**Run 1: close-up of the layout**

Region (47, 23) to (72, 48) um. Cells in grey, sequential cells in the stronger grey; small squares are vias.
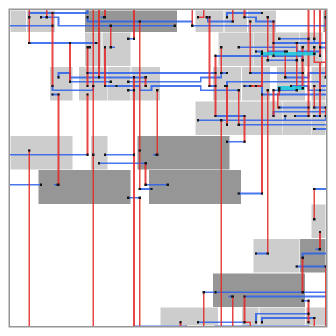
**Run 1: I/O pins on the die edge**

Drawn at 4 px/um. Pins as bars across the die edge, other pins in grey.
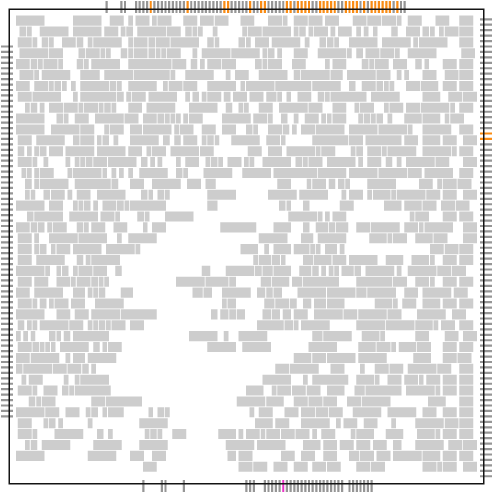
**Run 1: register map, names as in the netlist**

Drawn at 2 px/um. Other sequential cells in the stronger grey, the rest of the logic in the fainter grey.
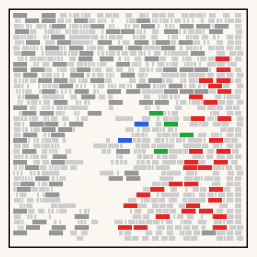
File: config.mk
export PLATFORM = sky130hd
export DESIGN_NAME = mem_arbiter
export DESIGN_NICKNAME = d
export VERILOG_FILES = /design/src/rtl/mem_arb_pkg.sv /design/src/rtl/mem_arb_pick.sv /design/src/rtl/mem_arbiter.sv
export SDC_FILE = /design/constraint.sdc
export NUM_CORES = 1
export LEC_CHECK = 0
export CAP_MARGIN = 30
export CORE_UTILIZATION = 41
export CTS_CLUSTER_DIAMETER = 200
export DETAILED_ROUTE_END_ITERATION = 8
export GPL_ROUTABILITY_DRIVEN = 0
export PLACE_DENSITY = 0.81
export SYNTH_ARGS = -nofsm -noshare
export SYNTH_HDL_FRONTEND = slang
export SYNTH_SLANG_ARGS = --single-unit
File: constraint.sdc
create_clock -name clk -period 2.1 [get_ports clk]
set_input_delay 0.315 -clock clk [delete_from_list [all_inputs] [get_ports clk]]
set_output_delay 0.315 -clock clk [all_outputs]
set_load 0.005 [all_outputs]
File: src/rtl/mem_arb_pkg.sv
// Shared types and constants for the unified-memory arbiter.
package mem_arb_pkg;

   localparam int unsigned LAT_W = 4;

   localparam logic REQ_IF = 1'b0;
   localparam logic REQ_DM = 1'b1;

   typedef enum logic [1:0] {
      IDLE  = 2'd0,
      ISSUE = 2'd1,
      WAIT  = 2'd2,
      RESP  = 2'd3
   } state_t;

endpackage

File: src/rtl/mem_arb_pick.sv
// Requester selection for mem_arbiter. Optional feature macro:
// MEM_ARB_ROUND_ROBIN_EN (tie goes to the requester not served last).
module mem_arb_pick
   import mem_arb_pkg::*;
(
   input  logic if_req,
   input  logic dm_req,
   input  logic mask_en,
   input  logic mask_id,
   input  logic last_grant,
   output logic win_id_c,
   output logic win_valid_c
);

   logic if_eff;
   logic dm_eff;

   // Mask the requester being acknowledged, then pick a winner
   always_comb begin
      if_eff      = if_req & ~(mask_en & (mask_id == REQ_IF));
      dm_eff      = dm_req & ~(mask_en & (mask_id == REQ_DM));
      win_valid_c = if_eff | dm_eff;
`ifdef MEM_ARB_ROUND_ROBIN_EN
      if (if_eff && dm_eff) begin
         win_id_c = (last_grant == REQ_IF) ? REQ_DM : REQ_IF;
      end else begin
         win_id_c = dm_eff ? REQ_DM : REQ_IF;
      end
`else
      // Data first: the MEM-stage instruction is older
      win_id_c = dm_eff ? REQ_DM : REQ_IF;
`endif
   end

`ifndef MEM_ARB_ROUND_ROBIN_EN
   logic unused_last_grant;
   assign unused_last_grant = last_grant;
`endif

endmodule

File: src/rtl/mem_arbiter.sv
// Single-port memory arbiter shared by fetch and the MEM stage.
// Optional feature macro: MEM_ARB_ROUND_ROBIN_EN.
module mem_arbiter
   import mem_arb_pkg::*;
#(
   parameter int unsigned MEM_LATENCY = 2,
   parameter int unsigned ADDR_W      = 32,
   parameter int unsigned DATA_W      = 32
) (
   input  logic              clk,
   input  logic              rst,
   input  logic              if_req,
   input  logic [ADDR_W-1:0] if_addr,
   output logic [DATA_W-1:0] if_rdata,
   output logic              if_ack,
   input  logic              dm_req,
   input  logic              dm_we,
   input  logic [ADDR_W-1:0] dm_addr,
   input  logic [DATA_W-1:0] dm_wdata,
   output logic [DATA_W-1:0] dm_rdata,
   output logic              dm_ack,
   output logic              mem_en,
   output logic              mem_we,
   output logic [ADDR_W-1:0] mem_addr,
   output logic [DATA_W-1:0] mem_wdata,
   input  logic [DATA_W-1:0] mem_rdata,
   output logic              stall_if,
   output logic              stall_mem
);

   if (MEM_LATENCY < 1 || MEM_LATENCY > 15) begin : g_lat_check
      $error("mem_arbiter: MEM_LATENCY must be in 1..15");
   end

   state_t           state;
   state_t           state_nxt;
   logic             take_c;
   logic             cap_c;
   logic             cur_id;
   logic             cur_we;
   logic [LAT_W-1:0] cnt;
   logic             last_grant;
   logic             win_id_c;
   logic             win_valid_c;

   mem_arb_pick u_pick (
      .if_req      (if_req),
      .dm_req      (dm_req),
      .mask_en     (state == RESP),
      .mask_id     (cur_id),
      .last_grant  (last_grant),
      .win_id_c    (win_id_c),
      .win_valid_c (win_valid_c)
   );

   assign stall_if  = if_req & ~if_ack;
   assign stall_mem = dm_req & ~dm_ack;

   // State register
   always_ff @(posedge clk) begin
      if (rst) begin
         state <= IDLE;
      end else begin
         state <= state_nxt;
      end
   end

   // Next-state logic plus latch/capture strobes
   always_comb begin
      state_nxt = state;
      take_c    = 1'b0;
      cap_c     = 1'b0;
      unique case (state)
         IDLE: begin
            if (win_valid_c) begin
               take_c    = 1'b1;
               state_nxt = ISSUE;
            end
         end
         ISSUE: state_nxt = WAIT;
         WAIT: begin
            if (cnt == LAT_W'(1)) begin
               cap_c     = 1'b1;
               state_nxt = RESP;
            end
         end
         RESP: begin
            if (win_valid_c) begin
               take_c    = 1'b1;
               state_nxt = ISSUE;
            end else begin
               state_nxt = IDLE;
            end
         end
         default: state_nxt = IDLE;
      endcase
   end

   // Transaction latch, memory port, latency counter and responses
   always_ff @(posedge clk) begin
      if (rst) begin
         cur_id    <= REQ_IF;
         cur_we    <= 1'b0;
         cnt       <= '0;
         mem_en    <= 1'b0;
         mem_we    <= 1'b0;
         mem_addr  <= '0;
         mem_wdata <= '0;
         if_rdata  <= '0;
         dm_rdata  <= '0;
         if_ack    <= 1'b0;
         dm_ack    <= 1'b0;
      end else begin
         mem_en <= take_c;
         mem_we <= take_c & (win_id_c == REQ_DM) & dm_we;
         if (take_c) begin
            cur_id <= win_id_c;
            cur_we <= (win_id_c == REQ_DM) & dm_we;
            if (win_id_c == REQ_DM) begin
               mem_addr  <= dm_addr;
               mem_wdata <= dm_wdata;
            end else begin
               mem_addr  <= if_addr;
            end
         end
         if (state == ISSUE) begin
            cnt <= LAT_W'(MEM_LATENCY);
         end else if (state == WAIT) begin
            cnt <= cnt - LAT_W'(1);
         end
         if_ack <= cap_c & (cur_id == REQ_IF);
         dm_ack <= cap_c & (cur_id == REQ_DM);
         if (cap_c && cur_id == REQ_IF) begin
            if_rdata <= mem_rdata;
         end
         // Stores leave the load data register untouched
         if (cap_c && cur_id == REQ_DM && !cur_we) begin
            dm_rdata <= mem_rdata;
         end
      end
   end

`ifdef MEM_ARB_ROUND_ROBIN_EN
   // Remember who was issued last for tie breaking
   always_ff @(posedge clk) begin
      if (rst) begin
         last_grant <= REQ_IF;
      end else if (state == ISSUE) begin
         last_grant <= cur_id;
      end
   end
`else
   assign last_grant = REQ_IF;
`endif

endmodule

==> flow_summary.ini, run 1 <==
; implementation run metrics
[clock_tree]
clock_buffer_depth = 2
h-tree-depth = 4
clockRootBuffer = sky130_fd_sc_hd__clkbuf_16

[routing]
ant_nets = 0
post_drt_wl_per_cell_um = 15.0
drcViolationCount = 0

[global_route]
grt.overflow.total = 0
vias_in_the_first_global_route = 5202

[placement]
placement.setup.worst_slack_ps = 24.3

[final_timing]
hold_slack_ps = 281
rsz0062_at_grt = false
timing.slew.headroom_pct = 73.6
timing.fmax_mhz = 514

[min_path]
holdPathEnd = mem_en
hold-path-cell-count = 2

[critical_path]
crit_arrival_ps = 2240
worst_path_largest_cell_delay_ps = 400
worst-path-max-fanout = 32
critical-path-top-delay-family = simple AND/OR/NAND/NOR gates

[final_layout]
final_design_area_no_fill_um2 = 8960

[logic_synthesis]
syn_area_um2 = 5540
synth.lib_cells_used.distinct = 31
seq_area_frac_synth_pct = 50.6

[outcome]
status = finished clean

[pwr]
vdd_ir_drop_max_mv = 0.516

[floorplanning]
top_level_ports = 267
## Picture notes: 'close-up of the layout'
[cyan] met3
[red] met2
[blue] met1
sequential cells in the window: 5
most frequent: dfxtp_1 (5), nand2b_1 (4)
cells with their middle in the window: 30

## Picture notes: 'I/O pins on the die edge'
[orange] mem_wdata | pins: 32 | direction: output | edge: 30 top, 2 right
[magenta] stall_if | pins: 1 | direction: output | edge: bottom
Die Y: 118 um
I/O Buffers: 266
horizontal extent of the die: 118 um

## Picture notes: 'register map, names as in the netlist'
[green] cnt | sequential cells: 4
[red] mem_addr | sequential cells: 32
[blue] state | sequential cells: 2
not coloured: 102

run 1: where the power goes:
group	internal (mW)	switching (mW)	total, mW	leakage, nW
registers	3.09	0.242	3.34	1.14
logic	1.56	1.42	2.98	1.80
clock network	1.81	1.20	3.00	0.283
total	6.46	2.86	9.32	3.23
run 1: synthesized netlist by cell type (all sizes together):
master	instances
o2bb2ai	1
buf	32
nor4b	1
inv	7
dfxtp	140
nor2	38
mux2i	33
xor2	1
a21boi	1
nor2b	6
nor4	1
o31a	1
clkbuf	17
ha	7
xnor2	2
or4	1
a211oi	34
a21oi	100
nand2	194
nand4bb	1
nand2b	7
o31ai	1
o21ai	1
nor3	6
or3	1
and4b	1
run 1: layout make-up:
class / count / share of cell area, %
clock inverter: 13 / 1.73
inverter: 7 / 0.293
clock buffer: 19 / 4.94
tap: 176 / 2.46
timing repair buffer: 279 / 31.7
sequential: 140 / 31.3
multi-input combinational: 439 / 27.6
run 1: metal layers:
layer / share of wire [%] / GRT usage [%]
met5: 0 / 0
met1: 39 / 24.8
met4: 1.8 / 9.62
met3: 9.9 / 9.41
met2: 49 / 41.8
run 1: kinds of logic (layout without fill, tap and decap cells):
| kind of cell | after synthesis | in the layout | share of synthesized area (%) |
|---|---|---|---|
| AOI/OAI and AO/OA | 139 | 139 | 17.4 |
| xor gates and xnor gates | 3 | 3 | 0.474 |
| DFF | 140 | 140 | 50.6 |
| and+or+nand+nor | 257 | 257 | 18.7 |
| adders and majority gates | 7 | 7 | 1.58 |
| buffers and inverters | 56 | 318 | 5.26 |
| muxes | 33 | 33 | 5.96 |
run 1: sequential cells by signal, summed over array words and instances, names as in the netlist, 2 cells and up:
name and flops:
if_rdata 32, state 2, cnt 4, dm_rdata 32
mem_addr 32, mem_wdata 32
## Run 2: what changed since run 1
==> constraint.sdc (replaced) <==
create_clock -name clk -period 2.2 [get_ports clk]
set_input_delay 0.33 -clock clk [delete_from_list [all_inputs] [get_ports clk]]
set_output_delay 0.33 -clock clk [all_outputs]
set_load 0.005 [all_outputs]
==> flow_summary.ini, run 2 <==
; implementation run metrics
[outcome]
status = finished clean

[pwr]
power.switching_mw = 2.67
power.share.combinational_pct = 31.9
clock_power_mw = 2.96
power_sequential_mw = 3.19
vdd_ir_drop_max_mv = 0.736

[final_layout]
multiInputCombCellCount = 439
numSequentialCells = 140
area_share_nonclk_buffers_pct = 31.7
dominant_cells = non-clock buffers
sh_comb_area_pct = 27.5

[global_route]
grt.overflow.total = 0
grt_util_met3_pct = 9.60

[floorplanning]
chipHeight_um = 118
die_width_um = 118
n_tap_cell = 176

[logic_synthesis]
async_reset_ff_share_pct = 0
enable_flop_cells = 0
synth.most_common_cell = sky130_fd_sc_hd__nand2_1

[critical_path]
critical-path-top-delay-family = simple AND/OR/NAND/NOR gates
worst_path_largest_cell_delay_ps = 380
crit_arrival_ps = 2300

[final_timing]
hold_slack_ps = 415
rsz0062_at_grt = false

[clock_tree]
clock_buffer_depth = 2
-- run 2: cell counts after synthesis --
No cell type changed its count.
-- run 2: worst reg2reg max path, delay by kind of cell (launching register included) --
| family | cells | cell delay (ps) |
|---|---|---|
| AND/OR/NAND/NOR | 3 | 800 |
| adder cells (fa/ha/maj) | 1 | 300 |
| flip-flops | 1 | 340 |
| buffers and inverters | 2 | 380 |
| AND-OR/OR-AND | 1 | 70 |
-- run 2: per-layer routing --
layer / up-vias / wire (um)
met5: - / 0
met4: 0 / 299
met3: 21 / 1570
met2: 193 / 7880
met1: 2377 / 6390
li1: 2602 / -
-- run 2: logic make-up (layout without fill, tap and decap cells) --
| kind of cell | Yosys count | after routing | synth area share [%] |
|---|---|---|---|
| flip-flops | 140 | 140 | 50.6 |
| buffers and inverters | 56 | 317 | 5.26 |
| AND/OR/NAND/NOR | 257 | 257 | 18.7 |
| AND-OR/OR-AND | 139 | 139 | 17.4 |
| multiplexers | 33 | 33 | 5.96 |
| adder cells (fa/ha/maj) | 7 | 7 | 1.58 |
| XOR/XNOR | 3 | 3 | 0.474 |
-- run 2: worst paths after layout --
path | to | startpoint | depth (start not counted) | slack [ps]
worst max-delay path | dm_rdata[3] | state[0] | 7 | 170
worst min-delay path | if_ack | rst | 2 | 410
worst max register to register | dm_rdata[3] | state[0] | 7 | 170
worst min register to register | if_rdata[26] | if_rdata[26] | 2 | 450
-- run 2: per-stage QoR --
stage / utilization [%] / std cells / total power [mW]
global route: 68.1 / 1072 / 9.52
CTS: 68.1 / 1072 / 9.11
floorplan: - / 635 / 4.89
detailed placement: 63.5 / 1040 / 6.14
finish: 68.1 / 1072 / 9.02
global placement: 63.5 / 1040 / 6.05
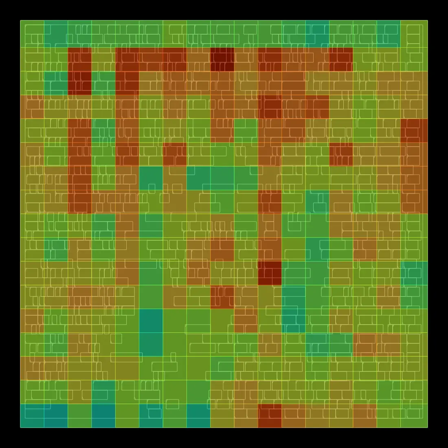
**Above:** run 2 (track usage over the die).
average routed wire per standard cell: 15.1 um
Top Usage Layer GRT: met2
Tot GR Track Use: 23.3%
met2 track demand over resource in global routing: 40.4%

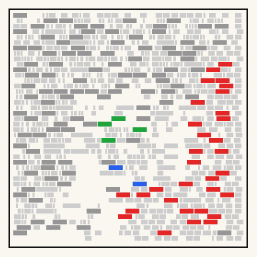
**Above:** run 2 (register map, names as in the netlist).
Drawn at 2 px/um. Other sequential cells in the stronger grey, the rest of the logic in the fainter grey.
[green] cnt | sequential cells: 4 | where: middle
[blue] state | sequential cells: 2
[red] mem_addr | sequential cells: 32

No activity file was given, so power comes from the tool's default toggle rates.
